<file path="config.mk">
export PLATFORM = sky130hd
export DESIGN_NAME = hilo_seq_ctrl
export DESIGN_NICKNAME = d
export VERILOG_FILES = /design/src/rtl/hilo_pkg.sv /design/src/rtl/hilo_iter_dp.sv /design/src/rtl/hilo_seq_ctrl.sv
export SDC_FILE = /design/constraint.sdc
export NUM_CORES = 1
export LEC_CHECK = 0
export CAP_MARGIN = 0
export CORE_MARGIN = 2
export CORE_UTILIZATION = 45
export DETAILED_ROUTE_END_ITERATION = 7
export GPL_TIMING_DRIVEN = 0
export PLACE_DENSITY = 0.62
export SETUP_SLACK_MARGIN = 0.4
export SYNTH_ARGS = -nofsm -noshare
export SYNTH_HDL_FRONTEND = slang
export SYNTH_HIERARCHICAL = 1
export SYNTH_SLANG_ARGS = --single-unit
</file>
<file path="constraint.sdc">
create_clock -name Clk -period 10.5 [get_ports Clk]
set_input_delay 2.1 -clock Clk [delete_from_list [all_inputs] [get_ports Clk]]
set_output_delay 2.1 -clock Clk [all_outputs]
set_load 0.02 [all_outputs]
</file>
<file path="src/rtl/hilo_pkg.sv">
`default_nettype none
// +----------------------------------------------------------------------+
// | hilo_pkg : opcode encodings, FSM states and helpers for hilo_seq_ctrl |
// | Rev 1.0                                                              |
// +----------------------------------------------------------------------+
package hilo_pkg;

  localparam logic [1:0] OP_MULT  = 2'b00;
  localparam logic [1:0] OP_MULTU = 2'b01;
  localparam logic [1:0] OP_DIV   = 2'b10;
  localparam logic [1:0] OP_DIVU  = 2'b11;

  typedef enum logic [1:0] {
    ST_IDLE = 2'd0,
    ST_ITER = 2'd1,
    ST_FIX  = 2'd2,
    ST_WB   = 2'd3
  } state_t;

  function automatic logic is_div(input logic [1:0] op);
    return (op == OP_DIV) || (op == OP_DIVU);
  endfunction

  function automatic logic is_signed(input logic [1:0] op);
    return (op == OP_MULT) || (op == OP_DIV);
  endfunction

endpackage
`default_nettype wire

</file>
<file path="src/rtl/hilo_iter_dp.sv">
`default_nettype none
// +----------------------------------------------------------------------+
// | hilo_iter_dp : one-bit-per-cycle shift-add / restoring-divide engine  |
// | Rev 1.0                                                              |
// +----------------------------------------------------------------------+
module hilo_iter_dp #(
  parameter int WIDTH = 32
) (
  input  logic             Clk,
  input  logic             Rst_n,
  input  logic             LoadIn,
  input  logic             StepIn,
  input  logic             DivModeIn,
  input  logic [WIDTH-1:0] AMagIn,
  input  logic [WIDTH-1:0] BMagIn,
  output logic [WIDTH-1:0] HiOut,
  output logic [WIDTH-1:0] LoOut
);

  logic [WIDTH-1:0] r_hi;
  logic [WIDTH-1:0] r_lo;
  logic [WIDTH-1:0] r_b;

  logic [WIDTH:0]   w_opA;
  logic [WIDTH:0]   w_opB;
  logic [WIDTH:0]   w_sum;
  logic [WIDTH:0]   w_acc;

  // Divide: (partial remainder << 1 | next dividend bit) - divisor; multiply: acc + multiplicand.
  always_comb begin
    w_opA = DivModeIn ? {r_hi, r_lo[WIDTH-1]} : {1'b0, r_hi};
    w_opB = DivModeIn ? ~{1'b0, r_b} : {1'b0, r_b};
    w_sum = w_opA + w_opB + {{WIDTH{1'b0}}, DivModeIn};
    w_acc = r_lo[0] ? w_sum : {1'b0, r_hi};
  end

  always_ff @(posedge Clk or negedge Rst_n) begin
    if (!Rst_n) begin
      r_hi <= '0;
      r_lo <= '0;
      r_b  <= '0;
    end else if (LoadIn) begin
      r_hi <= '0;
      r_lo <= AMagIn;
      r_b  <= BMagIn;
    end else if (StepIn) begin
      if (DivModeIn) begin
        r_hi <= w_sum[WIDTH] ? {r_hi[WIDTH-2:0], r_lo[WIDTH-1]} : w_sum[WIDTH-1:0];
        r_lo <= {r_lo[WIDTH-2:0], ~w_sum[WIDTH]};
      end else begin
        r_hi <= w_acc[WIDTH:1];
        r_lo <= {w_acc[0], r_lo[WIDTH-1:1]};
      end
    end
  end

  assign HiOut = r_hi;
  assign LoOut = r_lo;

endmodule
`default_nettype wire

</file>
<file path="src/rtl/hilo_seq_ctrl.sv">
`default_nettype none
// +----------------------------------------------------------------------+
// | hilo_seq_ctrl : multi-cycle MULT/DIV sequencer with HI/LO write strobe|
// | Rev 1.0                                                              |
// +----------------------------------------------------------------------+
module hilo_seq_ctrl
  import hilo_pkg::*;
#(
  parameter int WIDTH = 32
) (
  input  logic               Clk,
  input  logic               Rst_n,
  input  logic               StartIn,
  input  logic [1:0]         OpIn,
  input  logic [WIDTH-1:0]   AIn,
  input  logic [WIDTH-1:0]   BIn,
  input  logic               HiLoReadIn,
  input  logic               FlushIn,
  output logic               BusyOut,
  output logic               StallOut,
  output logic               HiWriteOut,
  output logic               LoWriteOut,
  output logic [2*WIDTH-1:0] Result64Out,
  output logic               DivZeroOut
);

  localparam int                 c_CNT_W = $clog2(WIDTH + 1);
  localparam logic [c_CNT_W-1:0] c_LAST  = c_CNT_W'(WIDTH - 1);

  state_t               r_state;
  state_t               w_nextState;
  logic                 r_busy;
  logic                 r_write;
  logic                 r_divZero;
  logic                 w_busyNext;
  logic                 w_writeNext;
  logic                 w_divZeroNext;

  logic [c_CNT_W-1:0]   r_count;
  logic                 r_isDiv;
  logic                 r_negQ;
  logic                 r_negR;
  logic [2*WIDTH-1:0]   r_result;

  logic                 w_accept;
  logic                 w_divZero;
  logic                 w_signA;
  logic                 w_signB;
  logic [WIDTH:0]       w_aExt;
  logic [WIDTH:0]       w_bExt;
  logic [WIDTH-1:0]     w_aMag;
  logic [WIDTH-1:0]     w_bMag;
  logic [WIDTH-1:0]     w_dpHi;
  logic [WIDTH-1:0]     w_dpLo;
  logic [2*WIDTH-1:0]   w_fixed;

  assign w_accept  = (r_state == ST_IDLE) && StartIn && !FlushIn;
  assign w_divZero = is_div(OpIn) && (BIn == '0);
  assign w_signA   = is_signed(OpIn) && AIn[WIDTH-1];
  assign w_signB   = is_signed(OpIn) && BIn[WIDTH-1];

  // Magnitudes are taken in WIDTH+1 bits so the most negative operand stays exact.
  assign w_aExt = {w_signA, AIn};
  assign w_bExt = {w_signB, BIn};
  assign w_aMag = w_signA ? WIDTH'(-w_aExt) : AIn;
  assign w_bMag = w_signB ? WIDTH'(-w_bExt) : BIn;

  hilo_iter_dp #(
    .WIDTH (WIDTH)
  ) u_dp (
    .Clk       (Clk),
    .Rst_n     (Rst_n),
    .LoadIn    (w_accept),
    .StepIn    ((r_state == ST_ITER) && !FlushIn),
    .DivModeIn (r_isDiv),
    .AMagIn    (w_aMag),
    .BMagIn    (w_bMag),
    .HiOut     (w_dpHi),
    .LoOut     (w_dpLo)
  );

  always_ff @(posedge Clk or negedge Rst_n) begin
    if (!Rst_n) begin
      r_state   <= ST_IDLE;
      r_busy    <= 1'b0;
      r_write   <= 1'b0;
      r_divZero <= 1'b0;
    end else begin
      r_state   <= w_nextState;
      r_busy    <= w_busyNext;
      r_write   <= w_writeNext;
      r_divZero <= w_divZeroNext;
    end
  end

  always_comb begin
    w_nextState = r_state;
    if (FlushIn) begin
      w_nextState = ST_IDLE;
    end else begin
      case (r_state)
        ST_IDLE: if (StartIn) w_nextState = w_divZero ? ST_WB : ST_ITER;
        ST_ITER: if (r_count == c_LAST) w_nextState = ST_FIX;
        ST_FIX:  w_nextState = ST_WB;
        ST_WB:   w_nextState = ST_IDLE;
        default: w_nextState = ST_IDLE;
      endcase
    end
  end

  // Outputs are computed from the next state so they leave flops directly.
  always_comb begin
    w_busyNext    = 1'b0;
    w_writeNext   = 1'b0;
    w_divZeroNext = 1'b0;
    if (w_nextState != ST_IDLE) w_busyNext = 1'b1;
    if (w_nextState == ST_WB)   w_writeNext = 1'b1;
    if (w_accept && w_divZero)  w_divZeroNext = 1'b1;
  end

  always_comb begin
    w_fixed = {w_dpHi, w_dpLo};
    if (r_isDiv) begin
      w_fixed[WIDTH-1:0]       = r_negQ ? -w_dpLo : w_dpLo;
      w_fixed[2*WIDTH-1:WIDTH] = r_negR ? -w_dpHi : w_dpHi;
    end else if (r_negQ) begin
      w_fixed = -{w_dpHi, w_dpLo};
    end
  end

  always_ff @(posedge Clk or negedge Rst_n) begin
    if (!Rst_n) begin
      r_count  <= '0;
      r_isDiv  <= 1'b0;
      r_negQ   <= 1'b0;
      r_negR   <= 1'b0;
      r_result <= '0;
    end else begin
      if (w_accept) begin
        r_count <= '0;
        r_isDiv <= is_div(OpIn);
        r_negQ  <= w_signA ^ w_signB;
        r_negR  <= w_signA;
        if (w_divZero) r_result <= {AIn, {WIDTH{1'b1}}};
      end else if (r_state == ST_ITER) begin
        r_count <= r_count + c_CNT_W'(1);
      end
      if ((r_state == ST_FIX) && !FlushIn) r_result <= w_fixed;
    end
  end

  assign BusyOut     = r_busy;
  assign StallOut    = r_busy && (HiLoReadIn || StartIn);
  assign HiWriteOut  = r_write;
  assign LoWriteOut  = r_write;
  assign Result64Out = r_result;
  assign DivZeroOut  = r_divZero;

endmodule
`default_nettype wire

</file>
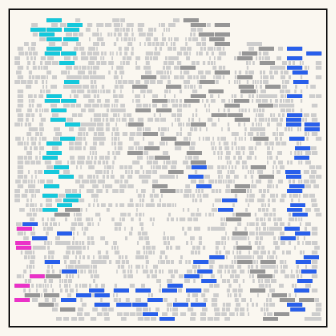
(images/ff_map.png)
- `Result64Out`: blue (placed flops 64; where spread over the die)
- `u_dp/r_b`: cyan (placed flops 32)
- `r_count`: magenta (placed flops 6; where south-west)
- not coloured: 72

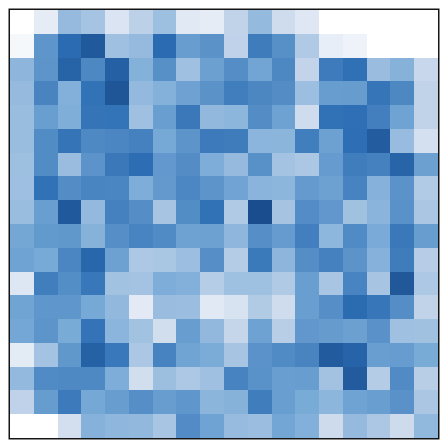
(images/util_map.png)
The die is cut into 18 by 18 equal tiles; white is low, dark blue is high, 0 to 100% covered.
- fullest tile: 88%
- nearly empty tiles: 3.4%
- tiles over 75% full: 5.6%
- emptiest ninth of the die: north-east
- mean over tiles: 49%

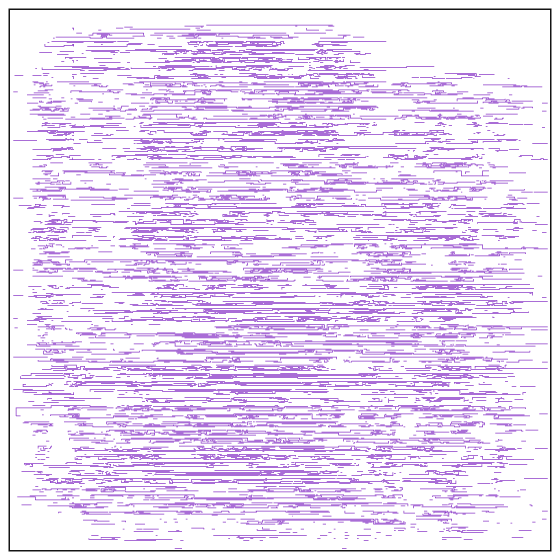
(images/m1.png)
- main direction: horizontal
- wire length on this layer: 22.4 mm
- share of all routed wire: 43%
- longest straight run: 92.0 µm
- nets with wire on the layer: 1809
GR met1 Demand/Resource: 0.417
total vias in the final route: 13900
final WL: 52500 µm

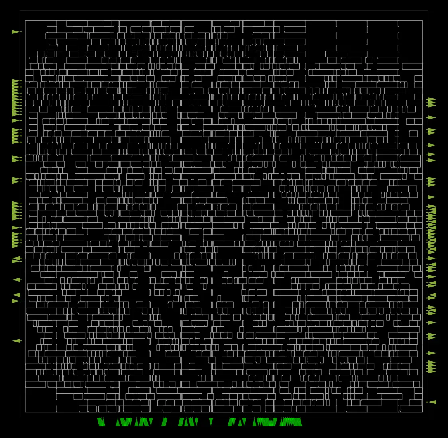
(images/placed.png)
Std-Cell Rows: 64
Tapcells: 396

==> results.py <==
# Auto-generated metrics
metrics = {
    "detailed_routing": {
        "viasPerCell": 6.20,
        "drtAntennaViolNets": 0,
        "wl_met1_um": 22400,
        "drc": 0,
        "detail_route.first_pass.iterations": 5,
    },
    "worst_setup_path": {
        "path_max_fanout": 5,
        "path_delay_family": "buffers and inverters",
        "cp-startpoint": "StartIn",
        "crit_path_end": "StallOut",
        "critPathRequiredTime_ns": 8.40,
        "worstPathArrival_ns": 3.45,
        "cp-end-kind": "primary output",
        "reg2reg_slack_ns": 5.09,
        "r2r_start": "r_isDiv$_DFFE_PN0P_",
        "startpoint_type": "primary input",
    },
    "placement": {
        "dpl.cell_count": 2212,
        "portBuffers": 137,
        "dpl-instance-area_mm2": 0.0161,
        "place_congestion": 0.968,
    },
    "pwr": {
        "totalPowerFinal_mw": 5.07,
        "combinationalPower_mw": 3.08,
        "pwr-share-seq": 0.263,
        "pwr-share-comb": 0.607,
        "p_per_area_mw_per_mm2": 304,
        "power.share.switching": 0.499,
        "leakagePower_nw": 6.74,
    },
    "cells_and_area": {
        "n_antenna_cell": 0,
        "finalNetCount": 1943,
        "clkCellAreaFrac": 0.0354,
        "fin_cells": 2244,
        "logic_gate_count": 1382,
        "nonClockInverterCount": 26,
        "nonClkBufAreaFrac": 0.107,
        "largest_class": "multi-input combinational cells",
    },
    "floorplanning": {
        "fp_util": 0.460,
    },
    "cts": {
        "cts_tree": "built",
        "cts_hold_buf": 0,
        "clockBufferDepth": 2,
        "numCtsBuffers": 17,
        "htree_levels": 4,
        "clk_pin_slew_ns": 0.07,
        "clock-root-buffer": "clkbuf_16",
    },
    "synth": {
        "ys_sh_simple": 0.199,
        "async_flop_share": 1.00,
        "ys_sh_aoi": 0.203,
        "yosys_warnings": 6,
        "ys_seq_frac": 0.308,
        "mux_area_frac": 0.118,
        "synth.avg_cell_area_um2": 8.44,
        "synthCells": 1678,
        "top_cell_area_share": 0.308,
        "xor_share": 0.105,
        "ys_chip_area_mm2": 0.0142,
        "yosys-top-cells-area": "dfrtp_1 (31%), xor2_1 (6.7%), mux2i_1 (6.4%), mux2_2 (5.4%), a21oi_1 (5.1%)",
        "ys_cells": 1678,
        "ys_sh_adder": 0.0332,
        "synth_area_leader_cell": "dfrtp_1",
    },
    "sta": {
        "finalSetupViolations": 0,
        "layout_setup_ws_ns": 4.95,
        "rsz0062_at_grt": "no",
        "slew_violations": 0,
        "worst_pin_slew_ns": 1.37,
    },
    "grt": {
        "grt_max_degree": 114,
        "grt_overflow": 0,
    },
    "hold_path": {
        "hold_end": "Result64Out[34]$_DFFE_PN0P_",
        "worstHoldStart": "Result64Out[34]$_DFFE_PN0P_",
    },
    "run_status": {
        "status": "completed",
    },
}
No activity file was given, so power comes from the tool's default toggle rates.
